$ cat config.mk
export PLATFORM = sky130hd
export DESIGN_NAME = shift_add_multiplier_32bit_flat
export DESIGN_NICKNAME = d
export VERILOG_FILES = /design/src/rtl/shift_add_multiplier_32bit_pkg.sv /design/src/rtl/shift_add_multiplier_32bit_if.sv /design/src/rtl/shift_add_multiplier_32bit_adder.sv /design/src/rtl/shift_add_multiplier_32bit.sv /design/src/flat_wrapper.sv
export SDC_FILE = /design/constraint.sdc
export NUM_CORES = 1
export LEC_CHECK = 0
export ABC_AREA = 1
export CELL_PAD_IN_SITES_DETAIL_PLACEMENT = 1
export CELL_PAD_IN_SITES_GLOBAL_PLACEMENT = 2
export CORE_MARGIN = 2
export CORE_UTILIZATION = 34
export CTS_CLUSTER_DIAMETER = 100
export DETAILED_ROUTE_END_ITERATION = 8
export PLACE_DENSITY = 0.94
export SYNTH_ARGS = -nofsm -noshare
export SYNTH_HDL_FRONTEND = slang
export SYNTH_SLANG_ARGS = --single-unit
$ cat constraint.sdc
create_clock -name clk -period 10.6 [get_ports clk]
set_clock_uncertainty 0.1 [all_clocks]
set_input_delay 1.06 -clock clk [delete_from_list [all_inputs] [get_ports clk]]
set_output_delay 1.06 -clock clk [all_outputs]
set_load 0.02 [all_outputs]
$ cat src/rtl/shift_add_multiplier_32bit_pkg.sv
// -----------------------------------------------------------------------------
// mul_pkg
// Shared types and sizing for the shift-and-add multiplier.
//   state_e    : control FSM states (IDLE, RUN, DONE)
//   MUL_SIZE   : operand width (the adder instance is fixed at 32 bits)
//   MUL_ITER   : number of RUN iterations per product
//   MUL_CNT_W  : width of the iteration counter
// -----------------------------------------------------------------------------
package mul_pkg;

    localparam int unsigned MUL_SIZE  = 32;
    localparam int unsigned MUL_ITER  = 32;
    localparam int unsigned MUL_CNT_W = 5;

    typedef enum logic [1:0] {
        IDLE = 2'd0,
        RUN  = 2'd1,
        DONE = 2'd2
    } state_e;

endpackage : mul_pkg

$ cat src/rtl/shift_add_multiplier_32bit_if.sv
// -----------------------------------------------------------------------------
// shift_add_multiplier_32bit_if
// Request/response bundle between the issuing datapath and the multiplier.
//   start : request, sampled only when the multiplier is not busy
//   a, b  : multiplicand / multiplier, captured on an accepted start
//   busy  : high while iterating
//   done  : one-cycle pulse when p becomes valid
//   p     : 64-bit product, held until the next accepted start
// Modports: master = issuer, slave = multiplier.
// -----------------------------------------------------------------------------
interface shift_add_multiplier_32bit_if;
    import mul_pkg::*;

    logic                    start;
    logic [MUL_SIZE-1:0]     a;
    logic [MUL_SIZE-1:0]     b;
    logic                    busy;
    logic                    done;
    logic [2*MUL_SIZE-1:0]   p;

    modport master (
        output start, a, b,
        input  busy, done, p
    );

    modport slave (
        input  start, a, b,
        output busy, done, p
    );

endinterface : shift_add_multiplier_32bit_if

$ cat src/rtl/shift_add_multiplier_32bit_adder.sv
// -----------------------------------------------------------------------------
// prefix_adder_32bit
// 32-bit Kogge-Stone parallel-prefix adder (five prefix levels).
//   a_i, b_i : addends
//   cin_i    : carry in
//   sum_o    : 32-bit sum
//   cout_o   : carry out of bit 31
// -----------------------------------------------------------------------------
module prefix_adder_32bit (
    input  logic [31:0] a_i,
    input  logic [31:0] b_i,
    input  logic        cin_i,
    output logic [31:0] sum_o,
    output logic        cout_o
);

    logic [31:0] g0, p0, g1, p1, g2, p2, g3, p3, g4, p4, g5, p5;
    logic [31:0] carry;

    // Each level doubles the span of group generate/propagate; the OR-mask
    // keeps propagate intact for bits whose span already reaches bit 0.
    always_comb begin
        g0 = a_i & b_i;
        p0 = a_i ^ b_i;
        g1 = g0 | (p0 & (g0 << 1));
        p1 = p0 & ((p0 << 1) | 32'h0000_0001);
        g2 = g1 | (p1 & (g1 << 2));
        p2 = p1 & ((p1 << 2) | 32'h0000_0003);
        g3 = g2 | (p2 & (g2 << 4));
        p3 = p2 & ((p2 << 4) | 32'h0000_000F);
        g4 = g3 | (p3 & (g3 << 8));
        p4 = p3 & ((p3 << 8) | 32'h0000_00FF);
        g5 = g4 | (p4 & (g4 << 16));
        p5 = p4 & ((p4 << 16) | 32'h0000_FFFF);
        // carry[i] is the carry out of bit i, including cin
        carry  = g5 | (p5 & {32{cin_i}});
        sum_o  = p0 ^ {carry[30:0], cin_i};
        cout_o = carry[31];
    end

endmodule : prefix_adder_32bit

$ cat src/rtl/shift_add_multiplier_32bit.sv
// -----------------------------------------------------------------------------
// shift_add_multiplier_32bit
// Multi-cycle 32x32 -> 64-bit unsigned radix-2 shift-and-add multiplier,
// one iteration per clock around a 32-bit prefix adder.
//   clk   : rising-edge clock
//   reset : asynchronous active-high reset
//   mul   : slave side of shift_add_multiplier_32bit_if
//           (start, a, b in; busy, done, p out; all outputs registered)
// Build option: MUL_ZERO_SKIP_EN -- when defined, an accepted start with a
// zero operand goes straight to DONE with p=0 (latency 1).
// -----------------------------------------------------------------------------
module shift_add_multiplier_32bit
    import mul_pkg::*;
#(
    parameter int unsigned SIZE = MUL_SIZE,
    parameter int unsigned ITER = SIZE
) (
    input  logic                          clk,
    input  logic                          reset,
    shift_add_multiplier_32bit_if.slave   mul
);

    state_e                 state_q, state_d;
    logic [MUL_CNT_W-1:0]   cnt_q, cnt_d;
    logic [SIZE-1:0]        mcand_q, mcand_d;
    logic [SIZE-1:0]        hi_q, hi_d;
    logic [SIZE-1:0]        lo_q, lo_d;
    logic [2*SIZE-1:0]      p_q, p_d;
    logic                   busy_q, busy_d;
    logic                   done_q, done_d;

    logic [SIZE-1:0]        add_b;
    logic [SIZE-1:0]        add_sum;
    logic                   add_cout;

    // Add stage: running high partial product plus the gated multiplicand
    assign add_b = lo_q[0] ? mcand_q : '0;

    prefix_adder_32bit u_adder (
        .a_i    (hi_q),
        .b_i    (add_b),
        .cin_i  (1'b0),
        .sum_o  (add_sum),
        .cout_o (add_cout)
    );

    // State and datapath registers
    always_ff @(posedge clk or posedge reset) begin
        if (reset) begin
            state_q <= IDLE;
            cnt_q   <= '0;
            mcand_q <= '0;
            hi_q    <= '0;
            lo_q    <= '0;
            p_q     <= '0;
            busy_q  <= 1'b0;
            done_q  <= 1'b0;
        end else begin
            state_q <= state_d;
            cnt_q   <= cnt_d;
            mcand_q <= mcand_d;
            hi_q    <= hi_d;
            lo_q    <= lo_d;
            p_q     <= p_d;
            busy_q  <= busy_d;
            done_q  <= done_d;
        end
    end

    // Next-state, datapath update and registered-output decode
    always_comb begin
        state_d = state_q;
        cnt_d   = cnt_q;
        mcand_d = mcand_q;
        hi_d    = hi_q;
        lo_d    = lo_q;
        p_d     = p_q;

        case (state_q)
            IDLE, DONE: begin
                if (state_q == DONE) begin
                    state_d = IDLE;
                end
                if (mul.start) begin
                    mcand_d = mul.a;
                    lo_d    = mul.b;
                    hi_d    = '0;
                    cnt_d   = MUL_CNT_W'(ITER - 1);
                    state_d = RUN;
`ifdef MUL_ZERO_SKIP_EN
                    if ((mul.a == '0) || (mul.b == '0)) begin
                        p_d     = '0;
                        state_d = DONE;
                    end
`endif
                end
            end

            RUN: begin
                // {hi,lo} <= {cout, sum, lo[31:1]}: the 33-bit sum shifts right
                hi_d = {add_cout, add_sum[SIZE-1:1]};
                lo_d = {add_sum[0], lo_q[SIZE-1:1]};
                if (cnt_q == '0) begin
                    p_d     = {add_cout, add_sum, lo_q[SIZE-1:1]};
                    state_d = DONE;
                end else begin
                    cnt_d = cnt_q - MUL_CNT_W'(1);
                end
            end

            default: begin
                state_d = IDLE;
            end
        endcase

        busy_d = (state_d == RUN);
        done_d = (state_d == DONE);
    end

    assign mul.busy = busy_q;
    assign mul.done = done_q;
    assign mul.p    = p_q;

endmodule : shift_add_multiplier_32bit
$ cat src/flat_wrapper.sv
// flat-port wrapper written by rule: the top's interface ports become plain ports
module shift_add_multiplier_32bit_flat import mul_pkg::*;
#(
    parameter int unsigned SIZE = MUL_SIZE,
    parameter int unsigned ITER = SIZE
)
  (clk, reset, mul_start, mul_a, mul_b, mul_busy, mul_done, mul_p);
  shift_add_multiplier_32bit_if mul_i ();
  input  logic clk;
  input  logic reset;
  input wire logic [$bits(mul_i.start)-1:0] mul_start;
  input wire logic [$bits(mul_i.a)-1:0] mul_a;
  input wire logic [$bits(mul_i.b)-1:0] mul_b;
  output wire logic [$bits(mul_i.busy)-1:0] mul_busy;
  output wire logic [$bits(mul_i.done)-1:0] mul_done;
  output wire logic [$bits(mul_i.p)-1:0] mul_p;
  assign mul_i.start = mul_start;
  assign mul_i.a = mul_a;
  assign mul_i.b = mul_b;
  assign mul_busy = mul_i.busy;
  assign mul_done = mul_i.done;
  assign mul_p = mul_i.p;
  shift_add_multiplier_32bit #(.SIZE(SIZE), .ITER(ITER)) u_core (.clk(clk), .reset(reset), .mul(mul_i));
endmodule
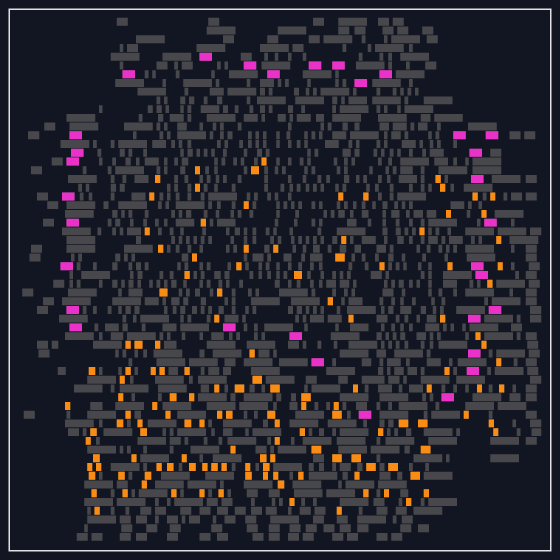
logic_types.png
magenta -> multiplexers  # cells 32, most used mux2_2
orange -> inverting AOI/OAI gates  # cells 135, most used o21ai_0

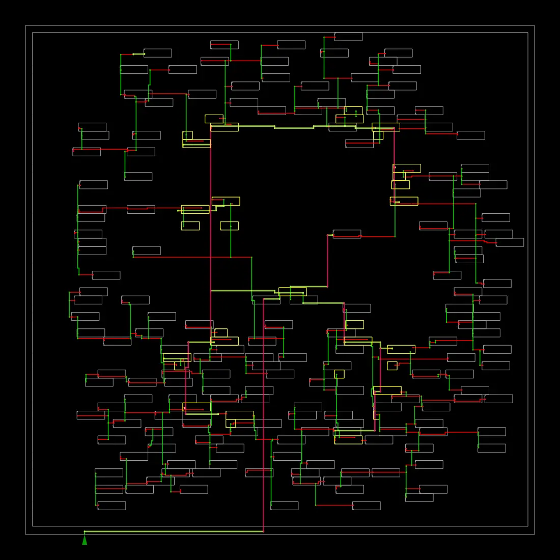
clocks.png
clock buffer count from CTS: 17
clock buffer count in the final layout: 17
Flops: 169
Sink Count: 169

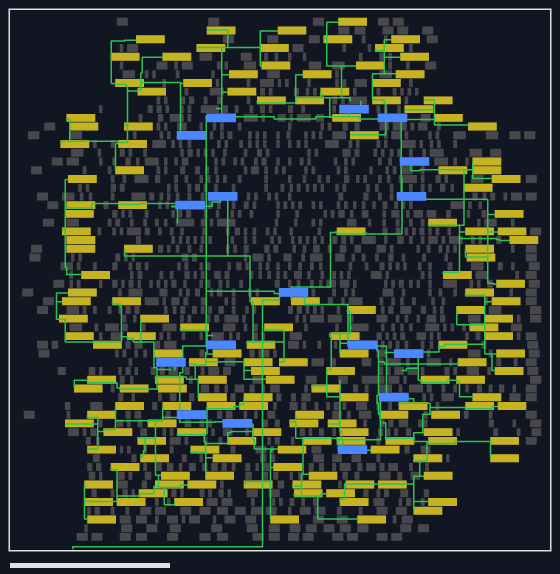
clk_routes.png
Bar = 50 µm.
green -> clock wires  # length 2410 µm
blue -> clock drivers  # count 17
yellow -> flip-flops  # count 169
routed clock nets = 18
flops lie = widely spread

==> results.sh <==
# implementation run metrics
export IMPL_drive_above_1_share_pct=7.19
export IMPL_ff_type="dfrtp_1"
export IMPL_ant_nets=0
export IMPL_vias_per_cell=4.78
export IMPL_reg2reg_slack_ns=7.61
export IMPL_status="finished clean"
export IMPL_fp_util_pct=34.3
export IMPL_cts_root_buf="clkbuf_16"
export IMPL_cp_end_kind="register"
export IMPL_wl_per_cell_um=16.1
export IMPL_cp_required_ns=10.76
export IMPL_yosys_stat_seqShare_pct=46.1
export IMPL_hold_ws_ns=0.379
export IMPL_crit_type="input pin to register"
export IMPL_pwr_share_seq_pct=26.6
export IMPL_warning_count=28
export IMPL_fin_util_pct=42.5
export IMPL_chipArea_mm2=0.0283
export IMPL_rows=60
export IMPL_io_buffers=132
export IMPL_mappedNetlistArea_mm2=0.00917
export IMPL_path_clk_slew_ns=0.08
export IMPL_core_mm2=0.0267
export IMPL_synth_flop_count=169
export IMPL_power_density_mw_per_mm2=360
export IMPL_grt_usage_pct=19.2
export IMPL_gp_congestion=0.860
export IMPL_ios=133
export IMPL_drt_iter0_markers=405
export IMPL_top_area_cell="dfrtp_1"
export IMPL_ys_types=37
export IMPL_area_leaders="dfrtp_1 (46%), nand2_1 (16%), inv_1 (7.4%)"
export IMPL_vias=7878
export IMPL_final_cell_mix="nand2_1 (398), inv_1 (181), dfrtp_1 (169)"
export IMPL_drtPass1Iterations=5
export IMPL_path_max_fanout=50
export IMPL_top_area_share_pct=46.1
export IMPL_slew_headroom_pct=36.8
export IMPL_placedCellCount=1616
export IMPL_maxSlewViolCount=0
export IMPL_layout_min_cycle_time_ns=3.29
export IMPL_clockBufferDepth=2
export IMPL_finalCritPeriodShare_pct=31.1
export IMPL_whs_path_depth=1
export IMPL_route_detailed_drc=0
export IMPL_fp_dieW_um=168
export IMPL_post_cts_resized=0
export IMPL_total_leakage_power_nw=5.92
export IMPL_wl_um=26500
export IMPL_cts_max_level=4
export IMPL_p_clk_share_pct=15.6
export IMPL_ys_warn_count=0
export IMPL_p_int_w=0.00211
export IMPL_hold_end="u_core.cnt_q[3]"
export IMPL_synth_nets=1279
export IMPL_overflow=0
export IMPL_dp_final_hpwl_um=19000
export IMPL_timing_hold_worst_class="register to register"
export IMPL_start_kind="input pin"
export IMPL_fill_cells=3277
export IMPL_hold_viol_final=0
export IMPL_ff2ff_path_depth=6
export IMPL_hp_start="u_core.cnt_q[3]"
export IMPL_edf_count=0
export IMPL_grt_antenna_before_repair=0
export IMPL_clock_fmax_ghz=0.304
export IMPL_grt_pass1_vias=8410
export IMPL_worst_pin_slew_ns=0.948
export IMPL_cts_hold_buf=0
export IMPL_grt_max_degree=105
export IMPL_grt_pass1_wl_um=43200
export IMPL_cts_tree="yes"
export IMPL_ys_area_mm2=0.00917
export IMPL_antennaDiodeCount=0
export IMPL_switching_share_pct=48.5
export IMPL_irDropWorstVdd_v=0.000131
export IMPL_rsz0062_at_grt="no"
export IMPL_p_comb_share_pct=57.7
export IMPL_r2r_start="u_core.state_q[1]"
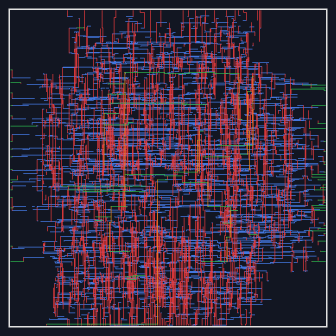
wires.png
green -> metal 3  # wire length 707 µm
blue -> metal 1  # wire length 12300 µm
red -> metal 2  # wire length 13100 µm
orange -> metal 4  # wire length 393 µm

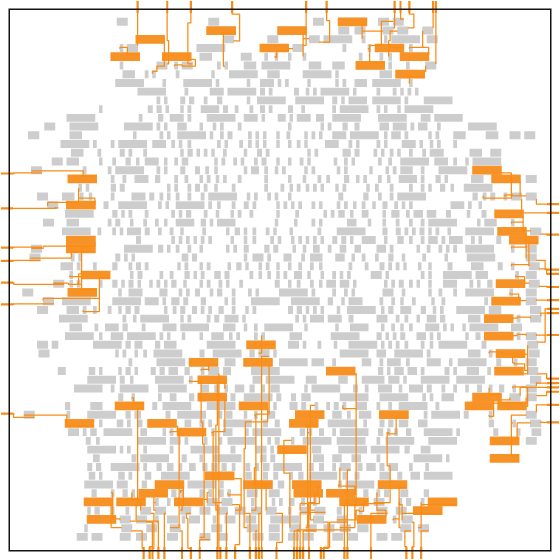
io_fan.png
orange -> mul_p  # direction output, end cells 64, buffers 64, wire 2080 µm

[worst max-delay path, stage by stage]
cell and delay (ns):
clkdlybuf4s50_1 0.41, nand2_2 0.07, buf_4 0.55, nand2_4 0.35
inv_2 0.78, a221oi_1 0.20
[synth_stat cells (6+ instances only)]
cell type	instances
a21oi_1	19
a221oi_1	14
buf_1	6
buf_2	17
clkbuf_1	9
dfrtp_1	169
ha_1	33
inv_1	182
mux2_2	32
nand2_1	399
nand2_2	6
nand3_1	59
nor2_1	63
nor3_1	19
o21ai_0	55
o21ai_1	23
o22ai_1	17
xnor2_1	10
[state kept, by name, indices dropped and copies added (netlist names)]
signal	count
u_core.lo_q	32
u_core.mcand_q	32
u_core.cnt_q	5
u_core.mul.p	64
u_core.state_q	2
u_core.mul.done	1
u_core.mul.busy	1
u_core.hi_q	32
[final cells by class]
cell class	instances	area, µm²	area share [%]
clock buffer	17	425	3.75
clock inverter	15	178	1.56
inverter	187	707	6.23
multi-input combinational	782	4030	35.5
sequential	169	4230	37.2
tap	341	427	3.76
timing repair buffer	137	1360	12.0
[logic make-up (layout without fill, tap and decap cells)]
logic type               after synthesis  after routing  share of synthesized area, %
AND/OR/NAND/NOR                      565            565                          25.3
buffers and inverters                227            356                          10.0
flip-flops                           169            169                          46.1
AND-OR/OR-AND                        137            137                          8.54
adder cells (fa/ha/maj)               34             34                          4.72
multiplexers                          32             32                          3.93
XOR/XNOR                              14             14                          1.34
[routing by layer]
layer / track usage (%) / routed length [µm] / vias to the layer above
met5: 0 / 0 / -
met2: 33.5 / 13100 / 111
met3: 2.82 / 706 / 32
met4: 5.06 / 393 / 0
li1: - / - / 3925
met1: 25.1 / 12300 / 3810
[how the worst max path moves through the flow]
stage / slack, ns / depth (start not counted) / end / from
detailed placement: 6.81 / 6 / u_core.lo_q[4] / mul_start
global route: 7.04 / 7 / u_core.hi_q[3] / mul_start
global placement: 6.89 / 6 / u_core.lo_q[2] / mul_start
floorplan: 4.86 / 1 / u_core.cnt_q[0] / reset
finish: 7.31 / 6 / u_core.lo_q[4] / mul_start
CTS: 7.27 / 6 / u_core.lo_q[4] / mul_start
[power by group through the flow]
stage	Sequential [W]	Combinational (W)	Clock [W]
final	0.00109	0.00236	0.000639
after global routing	0.00112	0.00267	0.000674
after CTS	0.00109	0.00238	0.000652
after detailed placement	0.00110	0.00235	0
after global placement	0.00109	0.00227	0
after floorplan	0.00115	0.00157	0
[per-stage QoR]
stage               total power (W)  worst slack [ns]  cell area (µm²)
floorplan                   0.00273              4.86             9170
global placement            0.00336              6.89            10800
detailed placement          0.00345              6.81            10800
CTS                         0.00413              7.27            11400
global route                0.00447              7.04            11400
finish                      0.00409              7.31            11400
No activity file was given, so power comes from the tool's default toggle rates.
